==> config.mk <==
export PLATFORM = sky130hd
export DESIGN_NAME = stack_arbiter
export DESIGN_NICKNAME = d
export VERILOG_FILES = /design/src/rtl/stack_arbiter.sv
export SDC_FILE = /design/constraint.sdc
export NUM_CORES = 1
export LEC_CHECK = 0
export CORE_ASPECT_RATIO = 0.9
export CORE_MARGIN = 2
export CORE_UTILIZATION = 35
export CTS_CLUSTER_DIAMETER = 120
export DETAILED_ROUTE_END_ITERATION = 7
export PLACE_DENSITY = 0.68
export SLEW_MARGIN = 30
export SYNTH_ARGS = -nofsm -noshare
export SYNTH_HDL_FRONTEND = slang
export SYNTH_SLANG_ARGS = --single-unit
export TNS_END_PERCENT = 1
==> constraint.sdc <==
create_clock -name clk -period 4.5 [get_ports clk]
set_input_delay 0.9 -clock clk [delete_from_list [all_inputs] [get_ports clk]]
set_output_delay 0.9 -clock clk [all_outputs]
set_load 0.1 [all_outputs]
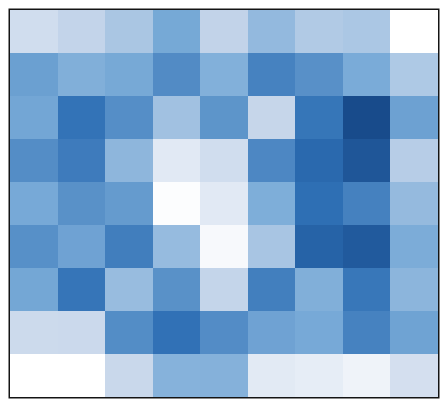
run_1/util_map.png
The die is cut into 9 by 9 equal tiles; white is low, dark blue is high, 0 to 100% covered.
4.9% of the tiles are nearly empty. The emptiest ninth of the die: middle. 6.2% of the tiles are over 75% full. The densest ninth of the die: right middle. The mean over all tiles is 46%. The fullest tile reaches 89%.
Core Util at FP: 36.30%
Core ar.: 7076 um^2
fin util: 53.99%

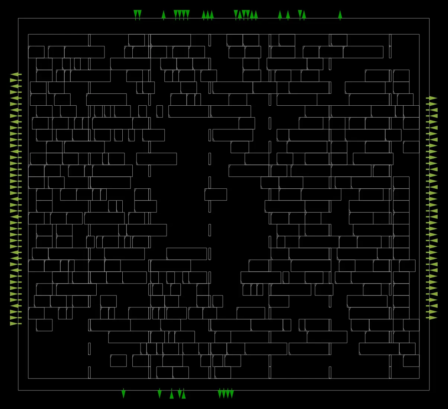
run_1/placed.png
sequential share of cell area: 36.72%
num tapcells: 93

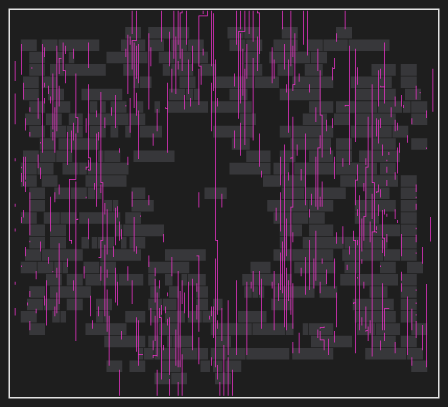
run_1/m2.png
The layer carries 2330 um of wire. The layer holds 42% of the routed length.
Total Wirelength: 5.502 mm
met2 Usage GRT: 21.30%
via count: 1781

==> job_summary.md, run 1 <==
## Implementation flow summary

| Metric | Value |
|---|---|
| Synth Net Count | `roughly 250` |
| Min Tclk post-route | `roughly 3.3 ns` |
| Drt wl/cell | `13.96 um` |
| Top cell family by delay on the critical path | `buffers and inverters` |
| Clk buf depth | `2` |
| I/O Buffers | `110` |
| CP Launch Type | `flip-flop` |
| Finished Layout Cells | `394` |
| Die Size | `around 8000 um^2` |
| Status | `finished, final reports clean` |
| Initial DRC count | `a little over 40` |
| Final Worst Setup Slack | `between 1 and 1.5 ns` |
| Root Buffer | `clkbuf_8` |
| Post-Syn Area per Cell | `13.59 um^2` |
| FP Rows | `29` |
| Tightest Pin Transition | `a little over 1 ns` |
| Post-synth cell types | `29` |
| Final tally of setup violations | `0` |
| Vias per std cell | `4.520` |
| Placed Area | `around 3700 um^2` |
| Count of antenna-violating nets left after detailed routing | `0` |
| PostCTS Resize Cnt | `0` |
| First-pass DRT Iterations | `3` |
| Main flop type | `dfrtp_1` |
| Worst-path cell chain | `ha_1 -> nor2b_1 -> and2_1 -> clkdlybuf4s50_1` |
| Place WS | `about 1.5 ns` |
| Levels on crit path | `4` |
| TNS Setup | `0 ns` |
| Crit path max fanout | `6` |
| Commonest cells post-synth | `dfrtp_1 (55), mux2_4 (21), nand2_1 (21)` |
| Clk_skew | `around 0.0074 ns` |
| Synth Warn # | `0` |
| Max_slew headroom | `between 30 and 40%` |
| Antenna Cells | `0` |
| Dominant cell type by area after synthesis | `dfrtp_1` |
| Final nets | `around 360` |
| Yosys cell count | `189` |
| Most common cell in the netlist | `dfrtp_1` |
| Worst r2r path cells | `4` |
| Post-synth ARST share | `100.0%` |
| YS chip area | `approximately 2600 um^2` |
| Post-synthesis cell count | `approximately 190` |
| CP bufs+invs | `1` |
| TritonCTS Buffers | `5` |
| Hold Path Depth | `2` |
| Layout cells sized above 1 | `around 18%` |
| Tightest Hold Check Type | `reg2reg` |
| Ys flops | `56` |
| Register-to-register setup slack | `approximately 2.7 ns` |
| EDFF count, synth | `0` |
| Max Cap Viol | `0` |
| Worst path required time | `3.60 ns` |
| Initial antenna violation count | `0` |
| Final hold violation count | `0` |
| RSZ-0062 raised after global routing | `no` |
| CTS tree | `built` |
| Max incr delay on CP | `1.12 ns` |
| Setup Fix Bufs, Post-CTS | `0` |
| Post-synthesis cell area | `2569 um^2` |
| GPL Wtd Cong | `around 0.69` |
| Clock Sinks | `around 56` |
| Latency at later pin | `approximately 0.30 ns` |
| Hold_ws | `about 0.49 ns` |
| Dpl hpwl | `between 4 and 5 mm` |
| Log Warnings | `30` |
| First-pass GRT wire length | `just over 9 mm` |
==> run 1: logic make-up after synthesis <==
| logic type | share of synthesized area (%) |
|---|---|
| AND/OR/NAND/NOR | 6.966 |
| AND-OR/OR-AND | 6.381 |
| flip-flops | 54.60 |
| adder cells (fa/ha/maj) | 2.922 |
| multiplexers | 25.38 |
| buffers and inverters | 3.751 |
==> run 1: routing by layer <==
layer / vias up / part of all wire [%] / global-route usage, %
met5: - / 0 / 0
met4: 0 / 0.65 / 2.767
met3: 4 / 12 / 6.217
met2: 86 / 42 / 21.30
met1: 812 / 45 / 19.59
li1: 879 / - / -
==> run 1: worst register-to-register path, delay by kind of cell, from the launching register on <==
family                     cells  cell delay, ns
buffers and inverters          1            0.10
muxes                          1            0.39
and+or+nand+nor                1            0.35
adders and majority gates      1            0.39
DFF                            1            0.45
==> run 1: cell type report <==
cell class	instances	area [um^2]
multi-input cells	119	1074
well taps	93	116.4
clock inverters	3	21.27
inverters	5	18.77
fillers	615	3256
clock buffers	5	68.82
repair buffers	113	1119
flip-flops and latches	56	1403
==> run 1: cells in the final DEF (no fill, tap or decap), types with 2 or more instances in the layout <==
| cell | n |
|---|---|
| and2_1 | 2 |
| buf_4 | 3 |
| clkbuf_8 | 5 |
| clkdlybuf4s50_1 | 109 |
| dfrtp_1 | 55 |
| ha_1 | 6 |
| inv_1 | 5 |
| mux2_2 | 13 |
| mux2_4 | 21 |
| mux2i_1 | 19 |
| nand2_1 | 21 |
| nand2b_1 | 2 |
| o21ai_0 | 10 |
| o21ai_1 | 11 |
run_1/m1.png
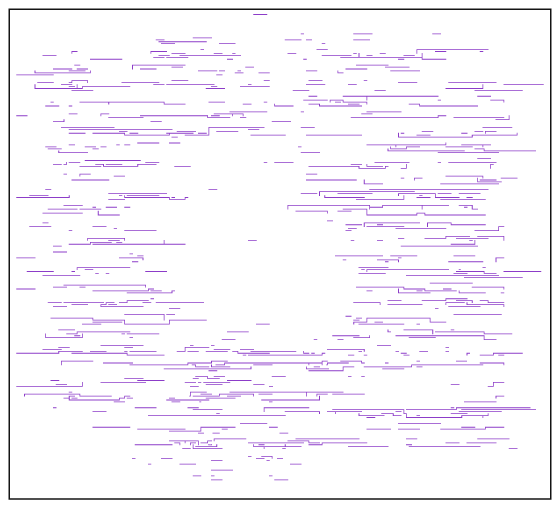

==> run 2: changes to the inputs <==
- clock period: 4.5 -> 3.2 ns (I/O delays scaled with it)
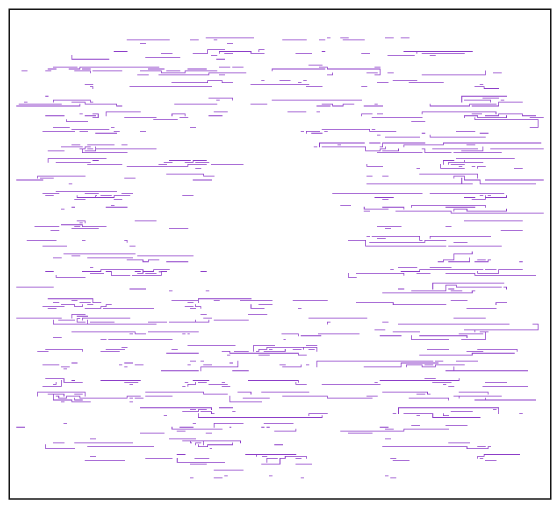
run_2/m1.png
The longest straight run is 21.6 um. The wires run mostly horizontal.
Total Wirelength: 5.337 mm
GR Util met1: 19.06%
via count: 1803

==> run 2 against run 1 <==
  * Critical path depth is the same
  * Largest cell class unchanged
  * Setup slack lost 0.19 ns
  * Routed wire length shrank 3.0%
  * Final cell count grew 0.25%
==> job_summary.md, run 2 <==
## Implementation flow summary

| Metric | Value |
|---|---|
| Core Util at FP | `36.30% (unchanged)` |
| Main flop type | `dfrtp_1` |
| Root Buffer | `clkbuf_8` |
| First-pass DRT Iterations | `4 (+1)` |
| Final hold violation count | `0 (unchanged)` |
| Latency at later pin | `0.31 ns (about the same)` |
| Dominant cell type by area after synthesis | `dfrtp_1` |
| Crit path max fanout | `6 (unchanged)` |
| Max Cap Viol | `0 (unchanged)` |
| Post-synth ARST share | `100.0% (unchanged)` |
| Commonest cells post-synth | `dfrtp_1 (55), mux2_4 (21), nand2_1 (21)` |
| Hold_ws | `0.2523 ns (-0.2356 ns)` |
| Layout cells sized above 1 | `36.42% (+19 points)` |
| Storage cell area | `1403 um^2 (unchanged)` |
| Most frequent cells in the layout | `buf_4 (58), dfrtp_1 (55), clkdlybuf4s50_1 (54)` |
| Post-synthesis cell count | `189 (unchanged)` |
| Register-to-register setup slack | `1.44 ns (-1.27 ns)` |
| Dpl hpwl | `4.071 mm (-0.99%)` |
| FILL cells | `649 (+5.5%)` |
| Post-synth cell types | `29 (unchanged)` |
| Worst-path cell chain | `ha_1 -> nor2b_2 -> and2_1 -> buf_4` |
| Initial DRC count | `38 (-7.3%)` |
| CTS tree | `built` |
| Core ar. | `7076 um^2 (unchanged)` |
| Status | `finished, final reports clean` |
| Commonest Layout Cell | `buf_4` |
| Yosys cell count | `189 (unchanged)` |
| RSZ-0062 raised after global routing | `no` |
| Clk_skew | `0.006590 ns (-0.0007988 ns)` |
| Final Worst Setup Slack | `1.010 ns (-0.1865 ns)` |
| FP Rows | `29 (unchanged)` |
| GPL Wtd Cong | `0.7217 (+4.4%)` |
| Max incr delay on CP | `0.44 ns (-0.68 ns)` |
| Placed Area | `3615 um^2 (-3.1%)` |
| CP bufs+invs | `1 (unchanged)` |
| Levels on crit path | `4 (unchanged)` |
| Clock Sinks | `56 (unchanged)` |
| Tightest Hold Check Type | `in2async` |
| Vias per std cell | `4.565 (+0.98%)` |
| I/O Buffers | `110 (unchanged)` |
| Finished Layout Cells | `395 (+0.25%)` |
| YS chip area | `2569 um^2 (unchanged)` |
| Tightest Pin Transition | `0.5083 ns (-0.5029 ns)` |
| Place WS | `0.9598 ns (-0.5517 ns)` |
| Worst path required time | `2.56 ns (-1.04 ns)` |
| WL met1 | `2.458 mm (-0.93%)` |
| Min Tclk post-route | `approximately 2.2 ns` |
| First-pass GRT wire length | `8.714 mm (-4.1%)` |
| Fin util | `52.41% (-1.6 points)` |
| Drt wl/cell | `13.51 um (-3.2%)` |
| TNS Setup | `0 ns (unchanged)` |
| Count of antenna-violating nets left after detailed routing | `0 (unchanged)` |
| Log Warnings | `30 (unchanged)` |
| Ys flops | `56 (unchanged)` |
| EDFF count, synth | `0 (unchanged)` |
| Initial antenna violation count | `0 (unchanged)` |
| Max_slew headroom | `66.11% (+34 points)` |
| Logic area | `1076 um^2 (+0.23%)` |
| Synth Net Count | `251 (unchanged)` |
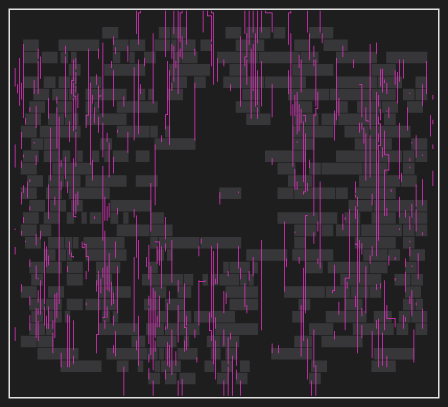
run_2/m2.png
The layer holds 42% of the routed length. The wires run mostly vertical. The longest straight run is 41.1 um.
met2 Usage GRT: 20.65%

run 2: cell counts after synthesis:
Identical to the previous run, type by type.
run 2: cells by family after synthesis:
logic type | synth area share [%]
buffers and inverters | 3.751
and+or+nand+nor | 6.966
DFF | 54.60
muxes | 25.38
AOI/OAI and AO/OA | 6.381
adders and majority gates | 2.922
run 2: area by class of cell:
| type | instances | area share [%] |
|---|---|---|
| Tap cell | 93 | 3.138 |
| Sequential cell | 56 | 37.82 |
| Inverter | 5 | 0.5061 |
| Timing Repair Buffer | 114 | 26.99 |
| Clock buffer | 5 | 1.856 |
| Multi-Input combinational cell | 119 | 29.01 |
| Clock inverter | 3 | 0.6748 |
run 2: worst reg2reg max path, cell delays in order (launching register included):
cell and delay [ns]:
dfrtp_1 0.44, inv_1 0.10, ha_1 0.37, nand3b_4 0.34
mux2_4 0.40
run 2: routing by layer:
layer | vias to the layer above | GRT usage [%]
li1 | 880 | -
met1 | 832 | 19.06
met2 | 86 | 20.65
met3 | 5 | 5.062
met4 | 0 | 3.162
met5 | - | 0
